met2.png
Scale: 6 px per um.
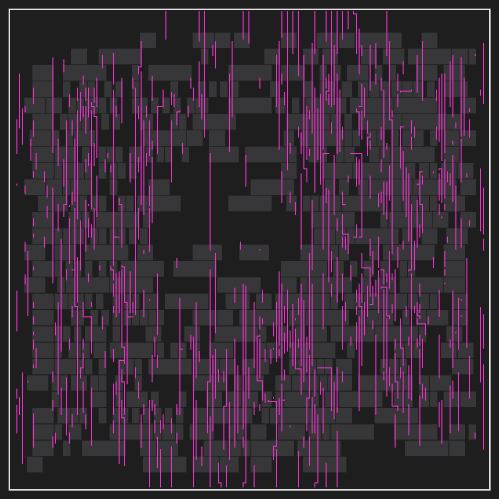
final_congestion.png
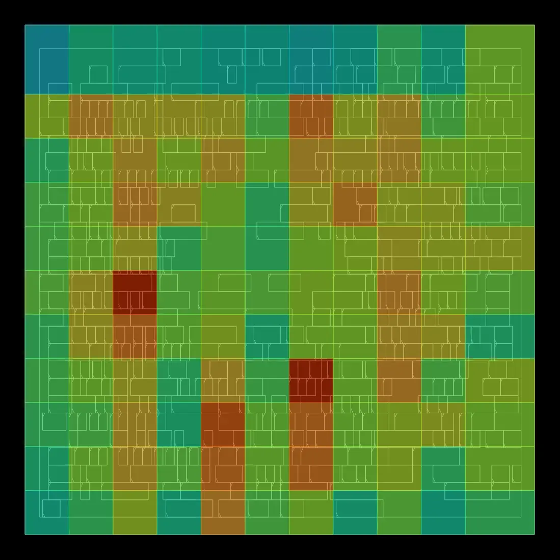
## config.mk

```make
export PLATFORM = sky130hd
export DESIGN_NAME = mult_sched_flat
export DESIGN_NICKNAME = d
export VERILOG_FILES = /design/src/rtl/mult_pkg.sv /design/src/rtl/mult_sched_if.sv /design/src/rtl/mult_rr_arb.sv /design/src/rtl/mult_sched.sv /design/src/flat_wrapper.sv
export SDC_FILE = /design/constraint.sdc
export NUM_CORES = 1
export LEC_CHECK = 0
export ABC_AREA = 1
export CORE_MARGIN = 2
export CORE_UTILIZATION = 42
export DETAILED_ROUTE_END_ITERATION = 8
export MAX_ROUTING_LAYER = met4
export PLACE_DENSITY = 0.88
export SLEW_MARGIN = 20
export SYNTH_ARGS = -nofsm -noshare
export SYNTH_HDL_FRONTEND = slang
export SYNTH_SLANG_ARGS = --single-unit
```

## constraint.sdc

```tcl
create_clock -name clk -period 1.8 [get_ports clk]
set_clock_uncertainty 0.15 [all_clocks]
set_input_delay 0.36 -clock clk [delete_from_list [all_inputs] [get_ports clk]]
set_output_delay 0.36 -clock clk [all_outputs]
set_load 0.05 [all_outputs]
```

## src/rtl/mult_pkg.sv

```systemverilog
// rtl/mult_pkg.sv - shared widths, FSM state and requester-ID types for the multiplier scheduler
package mult_pkg;

   localparam int OP_W  = 8;
   localparam int RES_W = 16;

   typedef enum logic [1:0] {
      ST_IDLE    = 2'd0,
      ST_ISSUE   = 2'd1,
      ST_WAIT    = 2'd2,
      ST_DELIVER = 2'd3
   } state_t;

   typedef enum logic {
      REQ_A = 1'b0,
      REQ_B = 1'b1
   } req_id_t;

endpackage

```

## src/rtl/mult_sched_if.sv

```systemverilog
// rtl/mult_sched_if.sv - requester A/B handshakes and shared-multiplier bus of the scheduler
interface mult_sched_if;
   import mult_pkg::*;

   logic                    a_valid;
   logic                    a_ready;
   logic signed [OP_W-1:0]  a_mc;
   logic signed [OP_W-1:0]  a_mp;
   logic                    a_done;
   logic signed [RES_W-1:0] a_result;
   logic                    a_err;

   logic                    b_valid;
   logic                    b_ready;
   logic signed [OP_W-1:0]  b_mc;
   logic signed [OP_W-1:0]  b_mp;
   logic                    b_done;
   logic signed [RES_W-1:0] b_result;
   logic                    b_err;

   logic                    mul_valid;
   logic signed [OP_W-1:0]  mul_mc;
   logic signed [OP_W-1:0]  mul_mp;
   logic                    mul_done;
   logic signed [RES_W-1:0] mul_result;

   logic                    busy;

   // Scheduler side.
   modport slave (
      input  a_valid, a_mc, a_mp, b_valid, b_mc, b_mp, mul_done, mul_result,
      output a_ready, a_done, a_result, a_err,
      output b_ready, b_done, b_result, b_err,
      output mul_valid, mul_mc, mul_mp, busy
   );

   // Requesters plus multiplier side.
   modport master (
      output a_valid, a_mc, a_mp, b_valid, b_mc, b_mp, mul_done, mul_result,
      input  a_ready, a_done, a_result, a_err,
      input  b_ready, b_done, b_result, b_err,
      input  mul_valid, mul_mc, mul_mp, busy
   );

endinterface

```

## src/rtl/mult_rr_arb.sv

```systemverilog
// rtl/mult_rr_arb.sv - two-requester round-robin grant; ptr names the requester favoured on a tie
module mult_rr_arb
   import mult_pkg::*;
(
   input  logic       a_valid,
   input  logic       b_valid,
   input  req_id_t    ptr,
   output logic [1:0] grant
);

   always_comb begin
      grant = 2'b00;
      if (a_valid && (!b_valid || ptr == REQ_A)) begin
         grant = 2'b01;
      end else if (b_valid) begin
         grant = 2'b10;
      end
   end

endmodule

```

## src/rtl/mult_sched.sv

```systemverilog
// rtl/mult_sched.sv - arbitrates requesters A/B onto one shared multiplier and returns results
// Optional WAIT-state abort timer enabled by defining MULT_SCHED_TIMEOUT_EN.
module mult_sched
   import mult_pkg::*;
#(
   parameter int TIMEOUT_CYC = 15
) (
   input  logic        clk,
   input  logic        rst,
   mult_sched_if.slave bus
);

   if (TIMEOUT_CYC < 2 || TIMEOUT_CYC > 15) begin : g_bad_timeout
      $error("mult_sched: TIMEOUT_CYC must be within 2..15");
   end

   state_t                  state;
   state_t                  state_nxt;
   req_id_t                 ptr;
   req_id_t                 owner;
   logic [1:0]              grant;
   logic                    handshake;
   logic                    capture;
   logic                    timeout_hit;
   logic signed [OP_W-1:0]  mc_q;
   logic signed [OP_W-1:0]  mp_q;
   logic signed [RES_W-1:0] a_result_q;
   logic signed [RES_W-1:0] b_result_q;

   mult_rr_arb u_arb (
      .a_valid (bus.a_valid),
      .b_valid (bus.b_valid),
      .ptr     (ptr),
      .grant   (grant)
   );

   assign handshake = (state == ST_IDLE) && (grant != 2'b00);
   assign capture   = (state == ST_WAIT) && (bus.mul_done || timeout_hit);

   always_ff @(posedge clk) begin
      if (rst) begin
         state <= ST_IDLE;
      end else begin
         state <= state_nxt;
      end
   end

   always_comb begin
      state_nxt = state;
      case (state)
         ST_IDLE:    if (handshake) state_nxt = ST_ISSUE;
         ST_ISSUE:   state_nxt = ST_WAIT;
         ST_WAIT:    if (capture) state_nxt = ST_DELIVER;
         ST_DELIVER: state_nxt = ST_IDLE;
         default:    state_nxt = ST_IDLE;
      endcase
   end

   always_comb begin
      bus.a_ready   = (state == ST_IDLE) && grant[0];
      bus.b_ready   = (state == ST_IDLE) && grant[1];
      bus.mul_valid = (state == ST_ISSUE);
      bus.a_done    = (state == ST_DELIVER) && (owner == REQ_A);
      bus.b_done    = (state == ST_DELIVER) && (owner == REQ_B);
      bus.busy      = (state != ST_IDLE);
   end

   // Operands and owner are frozen at the handshake, so a requester may drop valid afterwards.
   always_ff @(posedge clk) begin
      if (rst) begin
         ptr        <= REQ_A;
         owner      <= REQ_A;
         mc_q       <= '0;
         mp_q       <= '0;
         a_result_q <= '0;
         b_result_q <= '0;
      end else begin
         if (handshake) begin
            owner <= grant[1] ? REQ_B : REQ_A;
            ptr   <= grant[1] ? REQ_A : REQ_B;
            mc_q  <= grant[1] ? bus.b_mc : bus.a_mc;
            mp_q  <= grant[1] ? bus.b_mp : bus.a_mp;
         end
         if (capture) begin
            if (owner == REQ_A) begin
               a_result_q <= bus.mul_done ? bus.mul_result : '0;
            end else begin
               b_result_q <= bus.mul_done ? bus.mul_result : '0;
            end
         end
      end
   end

   assign bus.mul_mc   = mc_q;
   assign bus.mul_mp   = mp_q;
   assign bus.a_result = a_result_q;
   assign bus.b_result = b_result_q;

`ifdef MULT_SCHED_TIMEOUT_EN
   logic [3:0] wait_cnt;
   logic       a_err_q;
   logic       b_err_q;

   always_ff @(posedge clk) begin
      if (rst || state != ST_WAIT) begin
         wait_cnt <= '0;
      end else begin
         wait_cnt <= wait_cnt + 4'd1;
      end
   end

   // A mul_done in the final WAIT cycle beats the abort.
   assign timeout_hit = (state == ST_WAIT) && !bus.mul_done
                        && (wait_cnt == 4'(TIMEOUT_CYC - 1));

   always_ff @(posedge clk) begin
      if (rst) begin
         a_err_q <= 1'b0;
         b_err_q <= 1'b0;
      end else if (capture) begin
         if (owner == REQ_A) begin
            a_err_q <= !bus.mul_done;
         end else begin
            b_err_q <= !bus.mul_done;
         end
      end
   end

   assign bus.a_err = a_err_q;
   assign bus.b_err = b_err_q;
`else
   assign timeout_hit = 1'b0;
   assign bus.a_err   = 1'b0;
   assign bus.b_err   = 1'b0;
`endif

endmodule

```

## src/flat_wrapper.sv

```systemverilog
// flat-port wrapper written by rule: the top's interface ports become plain ports
module mult_sched_flat import mult_pkg::*;
#(
   parameter int TIMEOUT_CYC = 15
)
  (clk, rst, bus_a_valid, bus_a_mc, bus_a_mp, bus_b_valid, bus_b_mc, bus_b_mp, bus_mul_done, bus_mul_result, bus_a_ready, bus_a_done, bus_a_result, bus_a_err, bus_b_ready, bus_b_done, bus_b_result, bus_b_err, bus_mul_valid, bus_mul_mc, bus_mul_mp, bus_busy);
  mult_sched_if bus_i ();
  input  logic clk;
  input  logic rst;
  input wire logic [$bits(bus_i.a_valid)-1:0] bus_a_valid;
  input wire logic [$bits(bus_i.a_mc)-1:0] bus_a_mc;
  input wire logic [$bits(bus_i.a_mp)-1:0] bus_a_mp;
  input wire logic [$bits(bus_i.b_valid)-1:0] bus_b_valid;
  input wire logic [$bits(bus_i.b_mc)-1:0] bus_b_mc;
  input wire logic [$bits(bus_i.b_mp)-1:0] bus_b_mp;
  input wire logic [$bits(bus_i.mul_done)-1:0] bus_mul_done;
  input wire logic [$bits(bus_i.mul_result)-1:0] bus_mul_result;
  output wire logic [$bits(bus_i.a_ready)-1:0] bus_a_ready;
  output wire logic [$bits(bus_i.a_done)-1:0] bus_a_done;
  output wire logic [$bits(bus_i.a_result)-1:0] bus_a_result;
  output wire logic [$bits(bus_i.a_err)-1:0] bus_a_err;
  output wire logic [$bits(bus_i.b_ready)-1:0] bus_b_ready;
  output wire logic [$bits(bus_i.b_done)-1:0] bus_b_done;
  output wire logic [$bits(bus_i.b_result)-1:0] bus_b_result;
  output wire logic [$bits(bus_i.b_err)-1:0] bus_b_err;
  output wire logic [$bits(bus_i.mul_valid)-1:0] bus_mul_valid;
  output wire logic [$bits(bus_i.mul_mc)-1:0] bus_mul_mc;
  output wire logic [$bits(bus_i.mul_mp)-1:0] bus_mul_mp;
  output wire logic [$bits(bus_i.busy)-1:0] bus_busy;
  assign bus_i.a_valid = bus_a_valid;
  assign bus_i.a_mc = bus_a_mc;
  assign bus_i.a_mp = bus_a_mp;
  assign bus_i.b_valid = bus_b_valid;
  assign bus_i.b_mc = bus_b_mc;
  assign bus_i.b_mp = bus_b_mp;
  assign bus_i.mul_done = bus_mul_done;
  assign bus_i.mul_result = bus_mul_result;
  assign bus_a_ready = bus_i.a_ready;
  assign bus_a_done = bus_i.a_done;
  assign bus_a_result = bus_i.a_result;
  assign bus_a_err = bus_i.a_err;
  assign bus_b_ready = bus_i.b_ready;
  assign bus_b_done = bus_i.b_done;
  assign bus_b_result = bus_i.b_result;
  assign bus_b_err = bus_i.b_err;
  assign bus_mul_valid = bus_i.mul_valid;
  assign bus_mul_mc = bus_i.mul_mc;
  assign bus_mul_mp = bus_i.mul_mp;
  assign bus_busy = bus_i.busy;
  mult_sched #(.TIMEOUT_CYC(TIMEOUT_CYC)) u_core (.clk(clk), .rst(rst), .bus(bus_i));
endmodule
```

==> out/qor.yml <==
status: "completed"
cp.required_ps: 1290
path_buffers: 3
period_minus_slack_ps: 1750
dr.pass1.iters: 4
ys_ff: 52
synthTopLogicFamily: "simple AND/OR/NAND/NOR gates"
setup_slack_ps: 46.1
ff_latch_area_sq_um: 1040
power.total_mw: 4.98
nFillCells: 517
buffer_area_share_pct: 31.4
seq_area_share_pct: 28.3
critPathKind: "flip-flop to output port"
fmax_mhz: 570
stdcell_area_sq_um: 3680
enable_flop_cells: 0
ys_async_sr_fraction_pct: 0
area_leaders: "dfxtp_1 (43%), nand2_1 (11%), nor2_1 (10%), inv_1 (9.0%), o21ai_0 (6.6%)"
clockBufferDepth: 2
die_width_um: 79.8
worstHoldStart: "u_core.bus.b_result[5]"
setup.worst_path.end: "bus_b_ready"
ctsRootBufferMaster: "clkbuf_8"
diodes: 0
synth.cellmix.xorXnorShare_pct: 0
placed_area_sq_um: 3530
whs_path_depth: 2
startpoint_type: "flip-flop"
drv_slew: 0
arrival_ps: 1240
io_buffers: 106
simple_gate_share_pct: 28.8
crit_chain: "inv_2, ha_4, inv_6, nor2_4, buf_12"
wl_met2_um: 2860
worstSetupEndpointType: "output port"
setup-violations-final: 0
wl_met1_um: 2450
ys_warn_count: 0
area_growth_pct: 52.5
std_cell_rows: 27
initCoreUtil_pct: 43.6
finalCritPeriodShare_pct: 97.4
logic_area_sq_um: 1060
power_frac_seq_pct: 31.1
p_seq_mw: 1.55
die_h_um: 79.8
seq_area_frac_synth_pct: 43.1
synth_chip_area_sq_um: 2420
adder_share_pct: 2.07
io_pins: 109
path_delay_family: "flip-flops"
numCtsBuffers: 5
grt_max_degree: 35
clk_latency_ps: 300
power_density_nw_per_um2: 1350
hold_violations: 0
wl_met3_um: 488
fin_tns_setup_ps: 0
critPathMaxFanout: 4
comb_area_share_pct: 28.8
postCtsSetupBuffers: 2
num-clock-buffers: 5
stdcell_count: 536
dieArea_sq_um: 6380
antenna_found_initial: 0
hpwl_um: 4580
drive_gt1_share_pct: 23.9
max-vdd-ir-drop_v: 0.000695
synth_cell_types: 23
crit_start: "u_core.state[0]"
p_clk_share_pct: 13.7
layout_top_cell: "nand2_1"
coreArea_sq_um: 5540
hp-class: "flip-flop to flip-flop"
dr.max_layer_used: "met4"
swShare_pct: 45.9
cts_tree: "done"
p_switching_mw: 2.29
grt-ovfl-total: 0
pg_comb_mw: 2.75
whs_endpoint: "u_core.bus.b_result[5]"
top_usage_layer: "met2"
max_stage_delay_ps: 350
ys_sh_aoi_pct: 11.8
cts_resized: 8
synth_stat.cells: 352
synthTopCellsByCount: "nand2_1 (72), nor2_1 (67), inv_1 (58), dfxtp_1 (52), o21ai_0 (32)"
drt_iter0_drc: 82
inv_count: 60
netlist.top_cell.by_area: "dfxtp_1"
grt_pass1_vias: 2151
slowest_stage: "dfxtp_2"
remaining_drc_errors: 0
h-tree-depth: 2
r2r_slack_ps: 150
synthMuxAreaShare_pct: 0
internal_power_mw: 2.70
power_leader: "combinational cells"
cp.depth: 5
grt_pass1_wl_um: 9380
clk_transition_reported_paths_ps: 90
nMultiInputCombCells: 224
flops: 52
via_per_inst: 4.44
netlist_instances: 352
power_clock_uw: 683
p_leak_nw: 1.80
maxCapViolCount: 0
netlist_area_sq_um: 2420
use_met3_pct: 6.11
yosysTopAreaCellShare_pct: 43.1
ff2ff_path_depth: 7
dp_cells: 524
ant_nets: 0
avgSynthCellArea_sq_um: 6.86
tapCellCount: 72
rr_startpoint: "u_core.state[0]"
gp_congestion: 0.751
comb_power_share_pct: 55.2
placement.setup.worst_slack_ps: -87.3
layout.area.top_class: "non-clock buffers"
top_cell: "nand2_1"
synthFlopType: "dfxtp_1"
signal_buffers: 120
r2r-end: "u_core.bus.a_result[15]"
holdWs_ps: 301
lay_top_cells: "nand2_1 (72), nor2_1 (65), buf_4 (58)"
clk_share_pct: 2.62
hold_buffers: 0
warnings: 31
rsz0062_at_grt: "yes"
layout.nets: 520
cts.sinks: 52
About met2.png:
share of all routed wire	49%
longest straight run	37.7 um
main direction	vertical
nets with wire on the layer	375
wire length on this layer	2860 um
Vias: 2378
GRT met2 Usage: 34.0%
drt total wl: 5860 um

About final_congestion.png:
met1 usage: 20.9%
fin util: 66.5%
total global-route track usage: 19.1%
Routed WL per cell: 10.9 um

